### config.mk
export PLATFORM = sky130hd
export DESIGN_NAME = tpu_tile_sequencer
export DESIGN_NICKNAME = d
export VERILOG_FILES = /design/src/rtl/tpu_pkg.sv /design/src/rtl/valid_delay_line.sv /design/src/rtl/tpu_tile_sequencer.sv
export SDC_FILE = /design/constraint.sdc
export NUM_CORES = 1
export LEC_CHECK = 0
export ABC_CLOCK_PERIOD_IN_PS = 3600
export CELL_PAD_IN_SITES_DETAIL_PLACEMENT = 1
export CELL_PAD_IN_SITES_GLOBAL_PLACEMENT = 1
export CORE_MARGIN = 3
export CORE_UTILIZATION = 37
export CTS_CLUSTER_DIAMETER = 50
export CTS_CLUSTER_SIZE = 14
export DETAILED_ROUTE_END_ITERATION = 10
export PLACE_DENSITY = 0.74
export SYNTH_ARGS = -nofsm -noshare
export SYNTH_HDL_FRONTEND = slang
export SYNTH_HIERARCHICAL = 1
export SYNTH_SLANG_ARGS = --single-unit
### constraint.sdc
create_clock -name clk -period 3.6 [get_ports clk]
set_clock_uncertainty 0.2 [all_clocks]
set_input_delay 0.72 -clock clk [delete_from_list [all_inputs] [get_ports clk]]
set_output_delay 0.72 -clock clk [all_outputs]
set_load 0.01 [all_outputs]
### src/rtl/tpu_pkg.sv
// Shared constants for the TPU tile sequencer:
// FSM state encoding and the default systolic-array latency.
package tpu_pkg;

   localparam int MATRIX_SIZE = 8;
   localparam int NUM_PE_ROWS = 8;
   // operand skew down the rows plus result drain across the columns
   localparam int SA_LATENCY_DEF = MATRIX_SIZE + NUM_PE_ROWS;

   localparam logic [2:0] S_IDLE    = 3'd0;
   localparam logic [2:0] S_W_WAIT  = 3'd1;
   localparam logic [2:0] S_W_LOAD  = 3'd2;
   localparam logic [2:0] S_W_LATCH = 3'd3;
   localparam logic [2:0] S_STREAM  = 3'd4;
   localparam logic [2:0] S_DRAIN   = 3'd5;
   localparam logic [2:0] S_DONE    = 3'd6;

endpackage

### src/rtl/valid_delay_line.sv
// Single-bit valid shift register with synchronous clear.
// q follows d exactly DEPTH cycles later.
module valid_delay_line
   import tpu_pkg::*;
#(
   parameter int DEPTH = SA_LATENCY_DEF
) (
   input  logic clk,
   input  logic rstn,
   input  logic clr,
   input  logic d,
   output logic q
);

   logic [DEPTH-1:0] sr;

   always_ff @(posedge clk) begin
      if (!rstn || clr) sr <= '0;
      else              sr <= {sr[DEPTH-2:0], d};
   end

   assign q = sr[DEPTH-1];

endmodule

### src/rtl/tpu_tile_sequencer.sv
// Tile sequencer: weight FIFO pop, weight reload, UB streaming
// and results-SRAM write addressing over several weight tiles.
module tpu_tile_sequencer
   import tpu_pkg::*;
#(
   parameter int ADDRESSSIZE = 10,
   parameter int VEC_BW      = 8,
   parameter int TILE_BW     = 4,
   parameter int SA_LATENCY  = SA_LATENCY_DEF
) (
   input  logic                   clk,
   input  logic                   rstn,
   input  logic                   start,
   input  logic                   abort,
   input  logic [ADDRESSSIZE-1:0] cfg_in_base,
   input  logic [ADDRESSSIZE-1:0] cfg_out_base,
   input  logic [VEC_BW-1:0]      cfg_num_vec,
   input  logic [TILE_BW-1:0]     cfg_num_tiles,
   input  logic                   fifo_empty,
   output logic                   fifo_read_enable,
   output logic                   we_rl,
   output logic                   ub_re,
   output logic [ADDRESSSIZE-1:0] ub_addr,
   output logic                   res_we,
   output logic [ADDRESSSIZE-1:0] res_addr,
   output logic [TILE_BW-1:0]     tile_idx,
   output logic                   busy,
   output logic                   end_
);

   logic [2:0]             state_q, state_d;
   logic [ADDRESSSIZE-1:0] in_base_q, ub_addr_q, res_addr_q;
   logic [VEC_BW-1:0]      num_vec_q, vec_q;
   logic [TILE_BW-1:0]     num_tiles_q, tile_q;
   logic [VEC_BW:0]        outst_q;
   logic                   last_tile, last_vec, drain_done, adv;

   assign last_tile  = ({1'b0, tile_q} + (TILE_BW+1)'(1))
                       >= {1'b0, num_tiles_q};
   assign last_vec   = vec_q == (num_vec_q - VEC_BW'(1));
   assign drain_done = res_we && (outst_q == (VEC_BW+1)'(1));

   always_ff @(posedge clk) begin
      if (!rstn) state_q <= S_IDLE;
      else       state_q <= state_d;
   end

   always_comb begin
      state_d = state_q;
      unique case (state_q)
         S_IDLE:    if (start) state_d = S_W_WAIT;
         S_W_WAIT:  if (!fifo_empty) state_d = S_W_LOAD;
         S_W_LOAD:  state_d = S_W_LATCH;
         S_W_LATCH: begin
            if (num_vec_q != '0) state_d = S_STREAM;
            else state_d = last_tile ? S_DONE : S_W_WAIT;
         end
         S_STREAM:  if (last_vec) state_d = S_DRAIN;
         S_DRAIN: begin
            if (drain_done)
               state_d = last_tile ? S_DONE : S_W_WAIT;
         end
         S_DONE:    state_d = S_IDLE;
         default:   state_d = S_IDLE;
      endcase
      if (abort) state_d = S_IDLE;
   end

   always_comb begin
      fifo_read_enable = 1'b0;
      we_rl            = 1'b0;
      ub_re            = 1'b0;
      end_             = 1'b0;
      busy             = 1'b1;
      unique case (state_q)
         S_IDLE:    busy = 1'b0;
         S_W_LOAD:  fifo_read_enable = 1'b1;
         S_W_LATCH: we_rl = 1'b1;
         S_STREAM:  ub_re = 1'b1;
         S_DONE:    end_ = 1'b1;
         default:   ;
      endcase
   end

   assign adv = (state_d == S_W_WAIT) &&
                ((state_q == S_W_LATCH) || (state_q == S_DRAIN));

   always_ff @(posedge clk) begin
      if (!rstn || abort) begin
         in_base_q   <= '0;
         num_vec_q   <= '0;
         num_tiles_q <= '0;
         vec_q       <= '0;
         tile_q      <= '0;
         outst_q     <= '0;
         ub_addr_q   <= '0;
         res_addr_q  <= '0;
      end else begin
         if (state_q == S_IDLE && start) begin
            in_base_q   <= cfg_in_base;
            num_vec_q   <= cfg_num_vec;
            num_tiles_q <= (cfg_num_tiles == '0) ? TILE_BW'(1)
                                                 : cfg_num_tiles;
            tile_q      <= '0;
            outst_q     <= '0;
            res_addr_q  <= cfg_out_base;
         end
         if (state_q == S_W_LATCH) begin
            vec_q     <= '0;
            ub_addr_q <= in_base_q;
         end
         if (ub_re) begin
            vec_q     <= vec_q + VEC_BW'(1);
            ub_addr_q <= ub_addr_q + ADDRESSSIZE'(1);
         end
         if (res_we) res_addr_q <= res_addr_q + ADDRESSSIZE'(1);
         if (adv) tile_q <= tile_q + TILE_BW'(1);
         // simultaneous issue and retire leave the count unchanged
         unique case ({ub_re, res_we})
            2'b10:   outst_q <= outst_q + (VEC_BW+1)'(1);
            2'b01:   outst_q <= outst_q - (VEC_BW+1)'(1);
            default: ;
         endcase
      end
   end

   valid_delay_line #(
      .DEPTH (SA_LATENCY)
   ) u_dly (
      .clk  (clk),
      .rstn (rstn),
      .clr  (abort),
      .d    (ub_re),
      .q    (res_we)
   );

   assign ub_addr  = ub_addr_q;
   assign res_addr = res_addr_q;
   assign tile_idx = tile_q;

endmodule
### Signal wires on met2, run 1

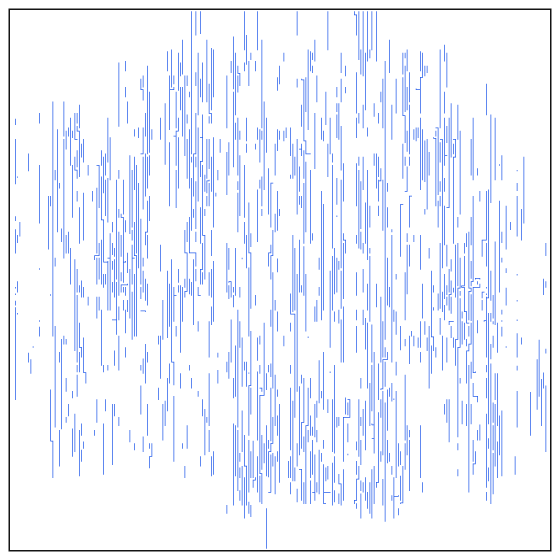
The wires run mostly vertical. The longest straight run is 58.1 microns. 560 nets have wire on it.
GR Util met2: 0.333
DR vias: 4130
Total Wirelength: 12300 microns

### Signal wires on met3, run 1

Bar = 20 microns.
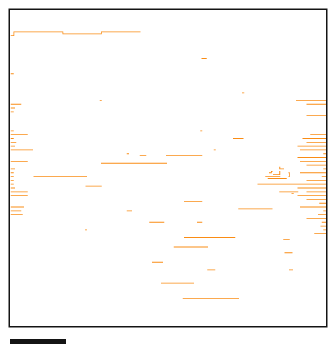
The longest straight run is 24.2 microns. The layer holds 4.0% of the routed length.
met3 Usage GRT: 0.0267

==> flow_summary.ini, run 1 <==
; yosys + openroad results
[final_layout]
flop-count = 82
signal_buffers = 75
dominant_cells = combinational gates
syn2layout_area_growth_pct = 26.1
nets = 638
drive_gt1_frac = 0.0693
n_fill_cell = 1352
regArea_sq_um = 1640
final_core_util = 0.485
final_area_sq_um = 5330
antenna_cells = 0
nClkBuffers = 9
layout_top_cells_excl_fill_tap = dfxtp_1, nand2_1, clkdlybuf4s50_1
comb_share = 0.451
top_register = u_dly/sr
largest_reg_flops = 16
num-multi-input-gates = 405

[sta]
fin_crit_ns = 3.06
tns_ns = 0
whs_ns = 0.256
finalClockPeriodUsage = 0.849
fmax_ghz = 0.327

[worst_setup_path]
crit_fanout = 7
cp-end-kind = flip-flop
critPathKind = flip-flop to flip-flop
reg2reg_depth = 9
regToRegSetupSlack_ns = 0.54
r2r-start = tile_idx[0]
critPathCapture = tile_idx[0]

[power_and_ir_drop]
pg_seq_mw = 0.934
p_comb_frac = 0.079
power_mw = 2.10
vdd_drop_max_mv = 0.193
seqPwrFrac = 0.444

[synth]
ys_area_sq_um = 4230
yosys.cell_types.count = 55
enable_flop_cells = 0
ys_seq_frac = 0.388
yosysTopAreaCell = dfxtp_1
async_reset_ff_frac = 0
syn_inst = 532
syn-num-nets = 583
synthFlopType = dfxtp_1
syn_area_sq_um = 4230

[cts]
cts_setup_buffers = 0
clk_latency_ns = 0.34
cts_buffer_depth = 2
h-tree-depth = 3
holdBufCountCts = 0
root_buffer = clkbuf_16

[floorplan]
core_area_sq_um = 11000
die_x_microns = 113
fp_util = 0.385

[routing]
route.met3.wl_microns = 493
ant_nets = 0
drc = 0
drt_first_iter_violations = 182

[grt]
antenna_found_initial = 0
first_global_vias = 4259
grt_max_degree = 31
grt_pass1_wl_microns = 20700
overflow = 0

[place]
dp_cells = 716
post-place-ws_ns = 0.580
gp_congestion = 0.801
dpl_cell_area_sq_um = 5000

[outcome]
status = completed

[job]
cap_viol_max_count = 0

[hold_path]
hold_depth = 2
hold_path_class = flip-flop to flip-flop
hold_end = in_base_q[1]
### Clock nets, run 1

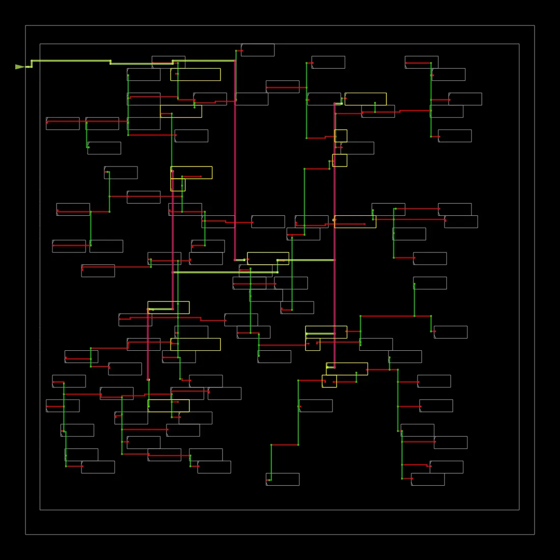
total CTS buffers: 9
Power Clock: 1.00 mW

### Metal 1, run 1

Bar = 20 microns.
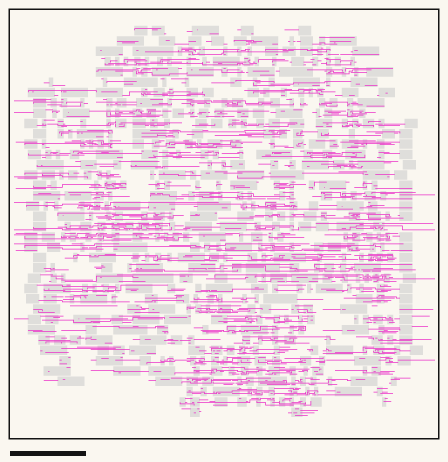
The layer carries 5770 microns of wire. The layer holds 47% of the routed length. 587 nets have wire on it. The longest straight run is 39.1 microns. The wires run mostly horizontal.
GR Util met1: 0.256

## run 1: cell families (layout without fill, tap and decap cells)
family,count (synthesis),in the layout,synth area share
XOR/XNOR,14,14,0.0290
buffers and inverters,45,105,0.0456
adder cells (fa/ha/maj),14,14,0.0414
flip-flops,82,82,0.388
AND/OR/NAND/NOR,236,236,0.279
multiplexers,5,5,0.0139
AND-OR/OR-AND,136,136,0.203
## run 1: worst max-delay path, stage by stage (launching register included)
cell and delay (ns):
dfxtp_1 0.36, ha_1 0.26, nor2b_1 0.16, or2_2 0.28
ha_1 0.27, o21a_1 0.19, a2111o_1 0.47, a221oi_4 0.39
mux2_4 0.34, nor2_1 0.08
### Signal wires on met4, run 1

Bar = 20 microns.
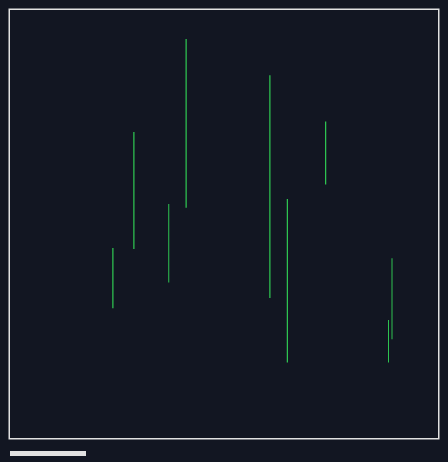

--- run 2 (diff from run 1) ---
ABC_CLOCK_PERIOD_IN_PS = 3200   (was 3600)
clock period = 3.2 ns   (was 3.6 ns; I/O delays follow)
### Signal wires on met4, run 2

Bar = 20 microns.
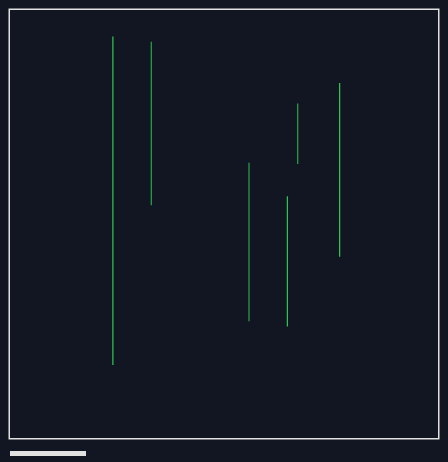
The longest straight run is 86.4 microns. The wires run mostly vertical. The layer holds 2.2% of the routed length. The layer carries 266 microns of wire. 4 nets have wire on it.
Total Wirelength: 12100 microns
DR vias: 4041

### Signal wires on met3, run 2

Bar = 20 microns.
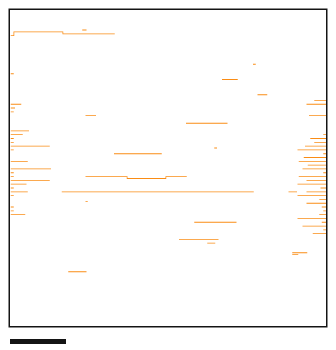
61 nets have wire on it. The layer holds 4.0% of the routed length.
met3 Usage GRT: 0.0358

==> run 2 against run 1 <==
Compared with the run above: synthesized cell count unchanged; non-clock buffer count increased by 3; core utilization increased by 0.15 points; fmax increased by 0.97%; critical path depth unchanged; global-route usage decreased by 0.21 points; first-iteration DRC count increased by 14%; die size unchanged; synthesized area unchanged; worst setup slack got worse by 0.37 ns; total power increased by 9.7%; via count decreased by 2.2%; critical path type unchanged.
==> flow_summary.ini, run 2 <==
; yosys + openroad results
[outcome]
status = completed

[grt]
grt_max_degree = 31
grt_pass1_wl_microns = 20400
overflow = 0
antenna_found_initial = 0
use_met1 = 0.251
gr-usage-met2 = 0.318

[power_and_ir_drop]
p_comb_frac = 0.082
vdd_drop_max_mv = 0.197
power_mw = 2.31
p_clk_mw = 1.07
pg_seq_mw = 1.05

[place]
dpl_cell_area_sq_um = 5030
dp_cells = 718
post-place-ws_ns = 0.147
gp_congestion = 0.844

[synth]
ys_area_sq_um = 4230
syn_area_sq_um = 4230
ys_sh_mux = 0.0139
logic_family = simple AND/OR/NAND/NOR gates
yosysTopAreaCell = dfxtp_1
syn_inst = 532
syn_area_per_cell_sq_um = 7.94
async_reset_ff_frac = 0
ys_sh_adder = 0.0414
yosys.cell_types.count = 55
synth_top_area_share = 0.388
enable_flop_cells = 0
syn-num-nets = 583
simple_gate_share = 0.279
aoi_share = 0.203

[floorplan]
fp_util = 0.385
core_area_sq_um = 11000
die_x_microns = 113

[worst_setup_path]
critPathKind = flip-flop to flip-flop
cp_num_buf_inv = 0
critPathCapture = tile_idx[0]
r2r-start = tile_idx[0]
reg2reg_depth = 9
cp.depth = 9
crit_fanout = 6
cp-end-kind = flip-flop
slowest_delay_ns = 0.48
crit_family = AND-OR/OR-AND gates

[sta]
fin_crit_ns = 3.03
fmax_ghz = 0.330
whs_ns = 0.256
finalClockPeriodUsage = 0.946
rsz0062_at_grt = no
tns_ns = 0

[final_layout]
antenna_cells = 0
layout_top_cells_excl_fill_tap = dfxtp_1, nand2_1, clkdlybuf4s50_1
largest_reg_flops = 16
final_core_util = 0.487
syn2layout_area_growth_pct = 26.5
final_area_sq_um = 5350
top_register = u_dly/sr
drive_gt1_frac = 0.0773

[hold_path]
hold_depth = 2
hold_path_class = flip-flop to flip-flop

[routing]
route.met3.wl_microns = 479
ant_nets = 0
drt_first_iter_violations = 207
drc = 0

[cts]
cts_setup_buffers = 0
holdBufCountCts = 0
h-tree-depth = 3
## run 2: cell counts after synthesis
No cell type changed its count.
## run 2: worst register-to-register path: stages, from the launching register on
cell and delay, ns:
dfxtp_2 0.35, ha_2 0.20, nor2b_1 0.15, or2_2 0.28, ha_1 0.20, a211o_1 0.27, a2111o_1 0.48, a221oi_4 0.39
mux2_4 0.33, nor2_1 0.10
## run 2: cell type report
type                    instances  area, sq um
flip-flops and latches         82         1640
repair buffers                 78          763
fillers                      1336         5640
well taps                     140          175
inverters                      14         52.6
multi-input cells             405         2410
clock inverters                 5         52.6
clock buffers                  11          253
### Clock nets, run 2

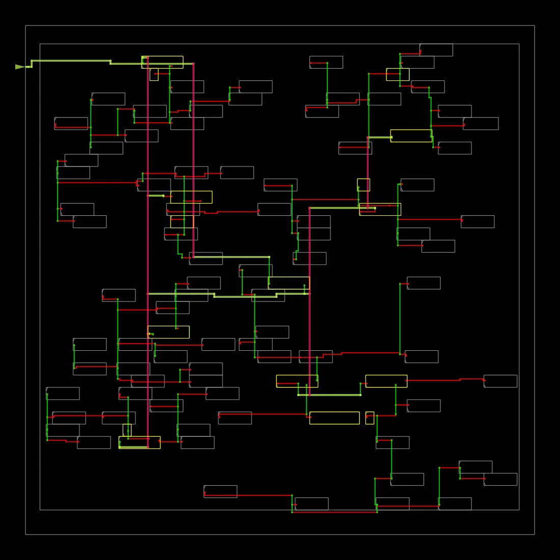

--- run 3 (diff from run 2) ---
CORE_MARGIN = 2   (was 3)
### Clock nets, run 3

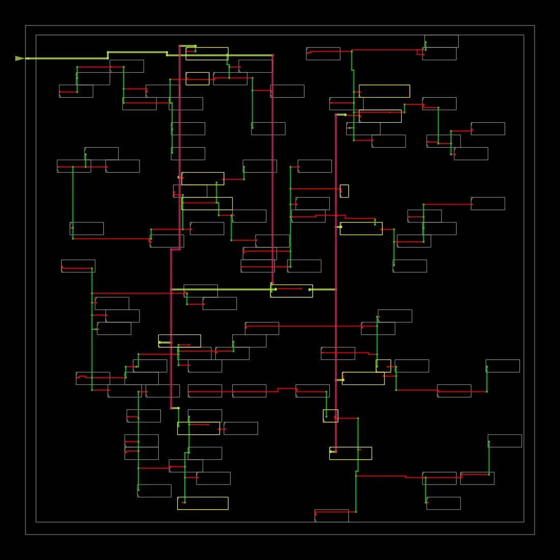
clock tree buffer count of the final layout: 10
Power Clock: 1.22 mW

### Signal wires on met3, run 3

Bar = 20 microns.
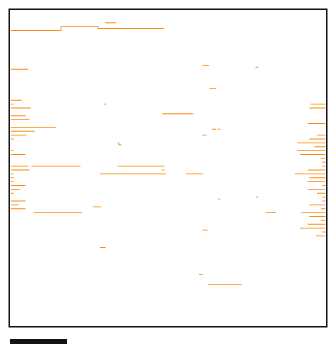
The wires run mostly horizontal. The longest straight run is 23.0 microns. 65 nets have wire on it.
Total Wirelength: 12100 microns
met3 Usage GRT: 0.0301

==> run 3 against run 2 <==
Compared with the run above: total power up 6.6%; synthesized area unchanged; sequential power about the same; largest cell class unchanged; design area up 1.2%; sequential share of layout area down 0.39 points; critical path type unchanged; global-route usage up 0.81 points; combinational power up 2%; fmax down 1.5%; register-to-register slack worse by 0.04 ns; cell count up 0.95%; worst setup slack worse by 0.045 ns; flip-flop count unchanged.
==> flow_summary.ini, run 3 <==
; yosys + openroad results
[worst_setup_path]
critPathSlowestCell = a2111o_1
crit_top_cell = ha_1
crit_required_ns = 3.28
crit_family = AND-OR/OR-AND gates
cp-start-kind = flip-flop
slowest_delay_ns = 0.46
crit_start = tile_idx[0]
crit_fanout = 7
cp.arrival_ns = 3.15
cp_num_buf_inv = 0
crit_chain = ha_1, nor2b_1, or2_2, ha_1, o21a_1, a2111o_1, a221oi_4, mux2_4, nor2_1
r2r_end = tile_idx[0]
cp-end-kind = flip-flop
r2r-start = tile_idx[0]
critPathKind = flip-flop to flip-flop
critPathCapture = tile_idx[0]
cp.depth = 9
reg2reg_depth = 9
regToRegSetupSlack_ns = 0.13

[place]
gp_congestion = 0.847
dpl_cell_area_sq_um = 5060
port_buffers = 66
dp.final_hpwl_microns = 8660

[hold_path]
hold_path_class = flip-flop to flip-flop
hold_end = in_base_q[0]
hold_path.startpoint = in_base_q[0]
hold_depth = 2

[final_layout]
layout_top_cells_excl_fill_tap = dfxtp_1, nand2_1, clkdlybuf4s50_1
largest_reg_flops = 16
layout_top_cell = dfxtp_1
syn2layout_area_growth_pct = 28.0
top_register = u_dly/sr
nets = 645
drive_gt1_frac = 0.0801
n_fill_cell = 1356
final_area_sq_um = 5410
antenna_cells = 0
logic_area_sq_um = 2400
regArea_sq_um = 1640

[power_and_ir_drop]
seqPwrFrac = 0.427
powerComb_mw = 0.193
clockPowerShare = 0.495
vdd_drop_max_mv = 0.211
switching_share = 0.221
power_switching_mw = 0.545
pg_seq_mw = 1.05
p_int_mw = 1.92
power_mw = 2.46
powerDensity_nw_per_um2 = 455
cellLeakagePower_nw = 2.01
power_leader = clock
p_comb_frac = 0.078

[cts]
numCtsBuffers = 9
root_buffer = clkbuf_16
numClockSinks = 82
h-tree-depth = 3
clk_latency_ns = 0.34
cts_setup_buffers = 0
clk_pin_slew_worst_paths_ns = 0.06
holdBufCountCts = 0
cts_buffer_depth = 2
cts_resized = 0
tritoncts = built

[synth]
area_leaders = dfxtp_1, a21oi_1, nand2_1, nor2_1, ha_1
aoi_share = 0.203
yosysTopAreaCell = dfxtp_1
logic_family = simple AND/OR/NAND/NOR gates
yosysMostFrequentCell = dfxtp_1
ys_area_sq_um = 4230
synthFlopType = dfxtp_1
yosys.cell_types.count = 55
yosys-top-cells-count = dfxtp_1, nand2_1, a21oi_1, nor2_1, clkbuf_1
yosys.area_share.xor_xnor = 0.0290
ys_seq_frac = 0.388
yosys_cells = 532
yosysWarnings = 6
ys_sh_adder = 0.0414
async_reset_ff_frac = 0
syn_area_sq_um = 4230
syn_area_per_cell_sq_um = 7.94
syn_inst = 532
enable_flop_cells = 0
syn-num-nets = 583
ys_sh_mux = 0.0139
synth_top_area_share = 0.388
synth_flops = 82
simple_gate_share = 0.279

[routing]
drc = 0
drt_first_iter_violations = 102
wl_per_cell_microns = 16.3
viasPerCell = 5.49
routed.top_layer = met4
wl_met1_microns = 5760
route.met3.wl_microns = 412
num_vias = 4070
first_pass_iters = 4
met2WireLength_microns = 5610
ant_nets = 0

[sta]
fin_crit_ns = 3.07
slew_viol_final = 0
tns_ns = 0
worstMarginPinSlew_ns = 1.18
rsz0062_at_grt = no
finalClockPeriodUsage = 0.960
finalSetupViolations = 0
hold_viol_final = 0
slew_headroom = 0.205
fmax_ghz = 0.325

[grt]
grt_max_degree = 31
use_met1 = 0.266
gr-usage-met2 = 0.333
grt_usage = 0.203
busiest_layer = met2
grt_pass1_wl_microns = 20400
antenna_found_initial = 0
overflow = 0
first_global_vias = 4163

[job]
tool_warnings = 29
cap_viol_max_count = 0

[outcome]
status = completed

[floorplan]
rows = 39
core_area_sq_um = 11300
die_h_microns = 111
num_io_pins = 67
fp_util = 0.375
die_x_microns = 111
dieArea_sq_um = 12300
[run 3: through the flow]
stage	setup WS, ns	cells	hold slack, ns	util
final	0.127	742	0.257	0.480
after global routing	0.000556	742	0.278	0.480
after CTS	0.110	742	0.260	0.480
after detailed placement	0.129	726	0.250	0.449
after global placement	0.241	726	0.245	0.449
after floorplan	0.325	532	0.233	-
[run 3: area by class of cell]
type / instances / area share
repair buffers: 82 / 0.144
flip-flops and latches: 82 / 0.303
well taps: 143 / 0.0331
clock inverters: 6 / 0.0208
clock buffers: 10 / 0.0442
inverters: 14 / 0.00972
multi-input cells: 405 / 0.444
[run 3: tightest hold or removal path, cell delays in order (launching register included)]
cell     delay [ns]
dfxtp_1        0.31
nand2_1        0.05
a21oi_1        0.05
Power and IR drop assume default switching activity.
